File: src/rtl/syst_feeder_if.sv
// Bundle of the write port, start/done handshake and the eight skewed
// operand lanes between the feeder and its neighbours.
interface syst_feeder_if #(
    parameter int DW = 32
);
    logic          wr_en;
    logic          wr_sel;
    logic [1:0]    wr_row;
    logic [1:0]    wr_col;
    logic [DW-1:0] wr_data;
    logic          start;
    logic          arr_done;
    logic          busy;
    logic          feed_done;
    logic [DW-1:0] inp_w0;
    logic [DW-1:0] inp_w1;
    logic [DW-1:0] inp_w2;
    logic [DW-1:0] inp_w3;
    logic [DW-1:0] inp_n0;
    logic [DW-1:0] inp_n1;
    logic [DW-1:0] inp_n2;
    logic [DW-1:0] inp_n3;

    // Driver side: loads matrices, requests streaming, observes lanes.
    modport master (
        output wr_en, wr_sel, wr_row, wr_col, wr_data, start, arr_done,
        input  busy, feed_done,
        input  inp_w0, inp_w1, inp_w2, inp_w3,
        input  inp_n0, inp_n1, inp_n2, inp_n3
    );

    // Feeder side.
    modport slave (
        input  wr_en, wr_sel, wr_row, wr_col, wr_data, start, arr_done,
        output busy, feed_done,
        output inp_w0, inp_w1, inp_w2, inp_w3,
        output inp_n0, inp_n1, inp_n2, inp_n3
    );
endinterface

File: src/rtl/syst_feeder.sv
// Skewed operand feeder for a 4x4 systolic multiplier. Holds matrices A and B,
// streams them as diagonally skewed, zero-padded lanes for 7 steps on start,
// then waits for the array's done and emits a one-cycle completion pulse.
module syst_feeder #(
    parameter int DW = 32
) (
    input  logic          clk,
    input  logic          rst,
    syst_feeder_if.slave  bus_if
);
    typedef enum logic [1:0] {
        IDLE      = 2'd0,
        STREAM    = 2'd1,
        WAIT_DONE = 2'd2
    } state_t;

    state_t        state_q, state_d;
    logic [2:0]    t_q, t_d;

    logic [DW-1:0] a_q [4][4];
    logic [DW-1:0] b_q [4][4];

    logic [DW-1:0] w_d [4];
    logic [DW-1:0] n_d [4];
    logic [DW-1:0] w_q [4];
    logic [DW-1:0] n_q [4];

    logic          busy_d, busy_q;
    logic          feed_done_d, feed_done_q;
    logic          wr_ok;

    // A write lands only while idle and not in the same cycle as a start,
    // so operands cannot change under a stream that is being launched.
    assign wr_ok = bus_if.wr_en && (state_q == IDLE) && !bus_if.start;

    // State and step counter.
    always_ff @(posedge clk or posedge rst) begin
        if (rst) begin
            state_q <= IDLE;
            t_q     <= 3'd0;
        end else begin
            state_q <= state_d;
            t_q     <= t_d;
        end
    end

    // Next-state logic; start is only looked at in IDLE and arr_done only in WAIT_DONE.
    always_comb begin
        state_d     = state_q;
        t_d         = t_q;
        feed_done_d = 1'b0;
        case (state_q)
            IDLE: begin
                t_d = 3'd0;
                if (bus_if.start) begin
                    state_d = STREAM;
                end
            end
            STREAM: begin
                if (t_q == 3'd6) begin
                    state_d = WAIT_DONE;
                    t_d     = 3'd0;
                end else begin
                    t_d = t_q + 3'd1;
                end
            end
            WAIT_DONE: begin
                if (bus_if.arr_done) begin
                    state_d     = IDLE;
                    feed_done_d = 1'b1;
                end
            end
            default: begin
                state_d = IDLE;
                t_d     = 3'd0;
            end
        endcase
        busy_d = (state_d != IDLE);
    end

    // Operand storage; reset clears both matrices.
    always_ff @(posedge clk or posedge rst) begin
        if (rst) begin
            for (int r = 0; r < 4; r++) begin
                for (int c = 0; c < 4; c++) begin
                    a_q[r][c] <= '0;
                    b_q[r][c] <= '0;
                end
            end
        end else if (wr_ok) begin
            if (bus_if.wr_sel) begin
                b_q[bus_if.wr_row][bus_if.wr_col] <= bus_if.wr_data;
            end else begin
                a_q[bus_if.wr_row][bus_if.wr_col] <= bus_if.wr_data;
            end
        end
    end

    // Lane i is live for steps i..i+3; its offset into the row/column is t-i.
    // Lanes are computed from the next step so the registered output shows
    // step t right after the edge that enters it.
    generate
        for (genvar gi = 0; gi < 4; gi++) begin : g_lane
            logic [3:0] diff;
            logic       lane_en;
            assign diff    = {1'b0, t_d} - 4'(gi);
            assign lane_en = (state_d == STREAM) && (diff[3:2] == 2'b00);
            assign w_d[gi] = lane_en ? a_q[gi][diff[1:0]] : '0;
            assign n_d[gi] = lane_en ? b_q[diff[1:0]][gi] : '0;
        end
    endgenerate

    // Registered outputs.
    always_ff @(posedge clk or posedge rst) begin
        if (rst) begin
            busy_q      <= 1'b0;
            feed_done_q <= 1'b0;
            for (int i = 0; i < 4; i++) begin
                w_q[i] <= '0;
                n_q[i] <= '0;
            end
        end else begin
            busy_q      <= busy_d;
            feed_done_q <= feed_done_d;
            for (int i = 0; i < 4; i++) begin
                w_q[i] <= w_d[i];
                n_q[i] <= n_d[i];
            end
        end
    end

    assign bus_if.busy      = busy_q;
    assign bus_if.feed_done = feed_done_q;
    assign bus_if.inp_w0    = w_q[0];
    assign bus_if.inp_w1    = w_q[1];
    assign bus_if.inp_w2    = w_q[2];
    assign bus_if.inp_w3    = w_q[3];
    assign bus_if.inp_n0    = n_q[0];
    assign bus_if.inp_n1    = n_q[1];
    assign bus_if.inp_n2    = n_q[2];
    assign bus_if.inp_n3    = n_q[3];
endmodule

File: src/flat_wrapper.sv
// flat-port wrapper written by rule: the top's interface ports become plain ports
module syst_feeder_flat 
#(
    parameter int DW = 32
)
  (clk, rst, bus_if_wr_en, bus_if_wr_sel, bus_if_wr_row, bus_if_wr_col, bus_if_wr_data, bus_if_start, bus_if_arr_done, bus_if_busy, bus_if_feed_done, bus_if_inp_w0, bus_if_inp_w1, bus_if_inp_w2, bus_if_inp_w3, bus_if_inp_n0, bus_if_inp_n1, bus_if_inp_n2, bus_if_inp_n3);
  syst_feeder_if #(.DW(DW)) bus_if_i ();
  input  logic clk;
  input  logic rst;
  input wire logic [$bits(bus_if_i.wr_en)-1:0] bus_if_wr_en;
  input wire logic [$bits(bus_if_i.wr_sel)-1:0] bus_if_wr_sel;
  input wire logic [$bits(bus_if_i.wr_row)-1:0] bus_if_wr_row;
  input wire logic [$bits(bus_if_i.wr_col)-1:0] bus_if_wr_col;
  input wire logic [$bits(bus_if_i.wr_data)-1:0] bus_if_wr_data;
  input wire logic [$bits(bus_if_i.start)-1:0] bus_if_start;
  input wire logic [$bits(bus_if_i.arr_done)-1:0] bus_if_arr_done;
  output wire logic [$bits(bus_if_i.busy)-1:0] bus_if_busy;
  output wire logic [$bits(bus_if_i.feed_done)-1:0] bus_if_feed_done;
  output wire logic [$bits(bus_if_i.inp_w0)-1:0] bus_if_inp_w0;
  output wire logic [$bits(bus_if_i.inp_w1)-1:0] bus_if_inp_w1;
  output wire logic [$bits(bus_if_i.inp_w2)-1:0] bus_if_inp_w2;
  output wire logic [$bits(bus_if_i.inp_w3)-1:0] bus_if_inp_w3;
  output wire logic [$bits(bus_if_i.inp_n0)-1:0] bus_if_inp_n0;
  output wire logic [$bits(bus_if_i.inp_n1)-1:0] bus_if_inp_n1;
  output wire logic [$bits(bus_if_i.inp_n2)-1:0] bus_if_inp_n2;
  output wire logic [$bits(bus_if_i.inp_n3)-1:0] bus_if_inp_n3;
  assign bus_if_i.wr_en = bus_if_wr_en;
  assign bus_if_i.wr_sel = bus_if_wr_sel;
  assign bus_if_i.wr_row = bus_if_wr_row;
  assign bus_if_i.wr_col = bus_if_wr_col;
  assign bus_if_i.wr_data = bus_if_wr_data;
  assign bus_if_i.start = bus_if_start;
  assign bus_if_i.arr_done = bus_if_arr_done;
  assign bus_if_busy = bus_if_i.busy;
  assign bus_if_feed_done = bus_if_i.feed_done;
  assign bus_if_inp_w0 = bus_if_i.inp_w0;
  assign bus_if_inp_w1 = bus_if_i.inp_w1;
  assign bus_if_inp_w2 = bus_if_i.inp_w2;
  assign bus_if_inp_w3 = bus_if_i.inp_w3;
  assign bus_if_inp_n0 = bus_if_i.inp_n0;
  assign bus_if_inp_n1 = bus_if_i.inp_n1;
  assign bus_if_inp_n2 = bus_if_i.inp_n2;
  assign bus_if_inp_n3 = bus_if_i.inp_n3;
  syst_feeder #(.DW(DW)) u_core (.clk(clk), .rst(rst), .bus_if(bus_if_i));
endmodule
File: config.mk
export PLATFORM = sky130hd
export DESIGN_NAME = syst_feeder_flat
export DESIGN_NICKNAME = d
export VERILOG_FILES = /design/src/rtl/syst_feeder_if.sv /design/src/rtl/syst_feeder.sv /design/src/flat_wrapper.sv
export SDC_FILE = /design/constraint.sdc
export NUM_CORES = 2
export LEC_CHECK = 0
export ABC_AREA = 1
export CAP_MARGIN = 20
export CORE_ASPECT_RATIO = 1.4
export CORE_UTILIZATION = 35
export CTS_CLUSTER_DIAMETER = 30
export DETAILED_ROUTE_END_ITERATION = 10
export MAX_ROUTING_LAYER = met4
export SYNTH_ARGS = -nofsm -noshare
export SYNTH_HDL_FRONTEND = slang
export SYNTH_SLANG_ARGS = --single-unit
export TNS_END_PERCENT = 30
File: constraint.sdc
create_clock -name clk -period 43.2 [get_ports clk]
set_input_delay 8.64 -clock clk [delete_from_list [all_inputs] [get_ports clk]]
set_output_delay 8.64 -clock clk [all_outputs]
set_load 0.05 [all_outputs]
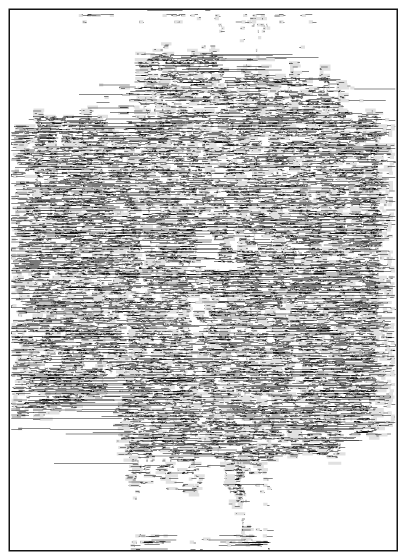
Fig. 1. M1 wires.
nets with wire on the layer	6229
wire length on this layer	72.5 mm
longest straight run	104 um

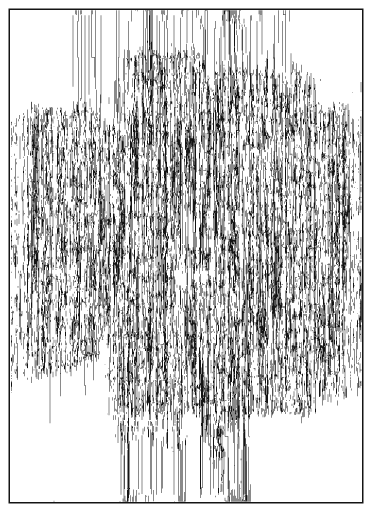
Fig. 2. Signal wires on met2.
wire length on this layer	76.6 mm
nets with wire on the layer	4871
final WL: 165 mm
vias: 43.7k
M2 GR Usage: 34.0%

==> results.toml <==
# generated from flow reports
[run_status]
status = "finished clean"

[layout]
final_nets = 6734
final_common_cell = "nand2_1"
drive_gt1_share_pct = 8.05
area_growth_pct = 23.4
final_util_pct = 43.7
final_cell_mix = "nand2_1, dfrtp_1, o21ai_0, clkdlybuf4s50_1, clkbuf_16"

[clocking]
postCtsResizedCells = 0
hold_buffers = 0
ctsHtreeMaxLevel = 4
cts_buffers = 223
clk_path_buf_depth = 3
cts_root_buf = "clkbuf_16"
clock_sinks = 1287
clk_latency_ns = 0.84
cts_tree = "built"
path_clk_slew_ns = 0.05
cts_setup_buffers = 0

[timing]
maxSlewViolCount = 0
rsz0062_at_grt = "no"
layout_min_cycle_time_ns = 12.04
tns_ns = 0
fin_crit_sh_pct = 27.9
fin_ws_ns = 31.16
worst_pin_slew_ns = 1.19
slew_headroom_pct = 20.5
hold_viol = 0
setup_viol_count_final = 0
fmax_mhz = 83.0
fin_skew_ns = 0.0760

[global_routing]
grt_pass1_wl_mm = 253
antenna_found_initial = 6
grt_util_met3_pct = 3.54
grt_overflow = 0
grt_usage_pct = 21.8
met1_usage_pct = 28.4
grt_start_max_net_pins = 194
top_usage_layer = "met2"
grt_pass1_vias = 41500

[synth]
ys.flops = 1287
synth_chip_area_mm2 = 0.0538
syn_area_mm2 = 0.0538
edf_count = 0
ys_warn_count = 0
ys.flop_type = "dfrtp_1"
yosysSeqAreaShare_pct = 59.9
syn_avg_cell_area_um2 = 8.22
async_flop_share_pct = 100
syn_nets = 6593
syn_inst = 6543
synth_cell_types = 23
ys_cells = 6543

[pwr]
ir_drop_mv = 0.0413
total_power_mw = 4.08
p_per_area_mw_per_mm2 = 61.4
leakage_nw = 32.1

[floorplan]
die_x_um = 333
die-area_mm2 = 0.155
die_h_um = 466
core_mm2 = 0.152
ios = 300
fp-utilization_pct = 35.4
rows = 169

[placement]
gp_congestion = 0.801
io_buffer_count = 299
dp_slack_ns = 30.13
hpwl_mm = 91.6

[flow_run]
tool_warnings = 44
drv_cap = 0

[detailed_routing]
route.detailed.wl_per_inst_um = 18.6
vias_per_cell = 4.93
drtIter0Drc = 4146
antenna_left = 0
drc = 0
drt_pass1_iterations = 6

[min_path]
hold_class = "reg -> reg"

[critical_path]
critPathLaunchType = "input pin"
arrival_ns = 12.86
end_kind = "asynchronous set/reset pin"
path_class = "in -> async"
crit_fanout = 76
cp.required_ns = 44.01
==> sequential cells by signal (all words and copies together) (netlist names) <==
| signal | flops |
|---|---|
| u_core.bus_if.feed_done | 1 |
| u_core.bus_if.inp_n2 | 32 |
| u_core.bus_if.inp_w1 | 32 |
| u_core.t_q | 3 |
| u_core.bus_if.inp_w3 | 32 |
| u_core.bus_if.inp_w0 | 32 |
| u_core.bus_if.inp_n3 | 32 |
| u_core.bus_if.busy | 1 |
| u_core.bus_if.inp_n1 | 32 |
| u_core.bus_if.inp_w2 | 32 |
| u_core.b_q | 512 |
| u_core.a_q | 512 |
| u_core.bus_if.inp_n0 | 32 |
| u_core.state_q | 2 |
==> worst max-delay path: stages <==
cell and delay (ns):
clkdlybuf4s50_1 0.44, clkinvlp_4 0.52, buf_4 0.69, buf_4 0.64
buf_4 0.86, buf_4 0.85
==> cell usage after synthesis, types with 2 or more instances <==
cell type | instances | area share [%]
ha_1 | 8 | 0.19
nand2_1 | 3242 | 23
o21ai_1 | 39 | 0.36
dfrtp_1 | 1287 | 60
inv_1 | 180 | 1.3
buf_2 | 150 | 1.4
a21oi_1 | 129 | 1.2
inv_2 | 4 | 0.028
o21ai_0 | 987 | 9.2
nand3_2 | 2 | 0.037
nand3b_1 | 2 | 0.028
nor2_1 | 145 | 1.0
clkbuf_1 | 323 | 2.3
nand3_1 | 6 | 0.056
buf_1 | 3 | 0.021
buf_4 | 8 | 0.11
nand2_2 | 21 | 0.24
a21oi_2 | 2 | 0.033
==> routing by layer <==
metal,vias up,part of all wire (%)
li1,20700,-
met1,21200,44
met2,1398,46
met3,276,6.0
met4,0,3.5
met5,-,0
==> kinds of logic after synthesis <==
group / count (synthesis) / share of synthesized area, %
xor gates and xnor gates: 1 / 0.0163
and+or+nand+nor: 3422 / 24.1
adders and majority gates: 8 / 0.186
buffers and inverters: 668 / 5.07
AOI/OAI and AO/OA: 1157 / 10.8
DFF: 1287 / 59.9
==> stage by stage <==
stage	instances	cell area, um2	hold WS (ns)
global placement	8420	58100	0.466
finish	8851	66400	0.478
CTS	8847	66300	0.484
floorplan	6543	53800	0.453
detailed placement	8424	58200	0.473
global route	8849	66400	0.496
==> final cells by class <==
| type | count | area, um2 |
|---|---|---|
| Sequential cell | 1287 | 32200 |
| Inverter | 184 | 707 |
| Multi-Input combinational cell | 4588 | 18900 |
| Fill cell | 14800 | 85700 |
| Tap cell | 1966 | 2460 |
| Clock buffer | 276 | 6110 |
| Timing Repair Buffer | 400 | 3890 |
| Clock inverter | 147 | 2060 |
| Antenna cell | 3 | 7.51 |
==> power breakdown <==
group,internal [mW],switching [mW],leakage (nW)
registers,1.35,0.0776,17.6
clock network,1.22,0.650,3.93
logic,0.184,0.595,10.5
==> worst paths after layout <==
check,from,endpoint,slack [ns],depth (start not counted)
min in group asynchronous,rst,u_core.bus_if.feed_done,8.30,2
worst max-delay path,rst,u_core.b_q[76],31.16,6
worst min register to register,u_core.a_q[79],u_core.a_q[79],0.48,2
worst max register to register,u_core.state_q[0],u_core.bus_if.inp_n3[17],37.65,15
worst min-delay path,u_core.a_q[79],u_core.a_q[79],0.48,2
max in group clk,u_core.bus_if.inp_n2[31],bus_if_inp_n2[31],32.31,1
Power figures rest on the tool's default switching activity, not on a simulated workload.
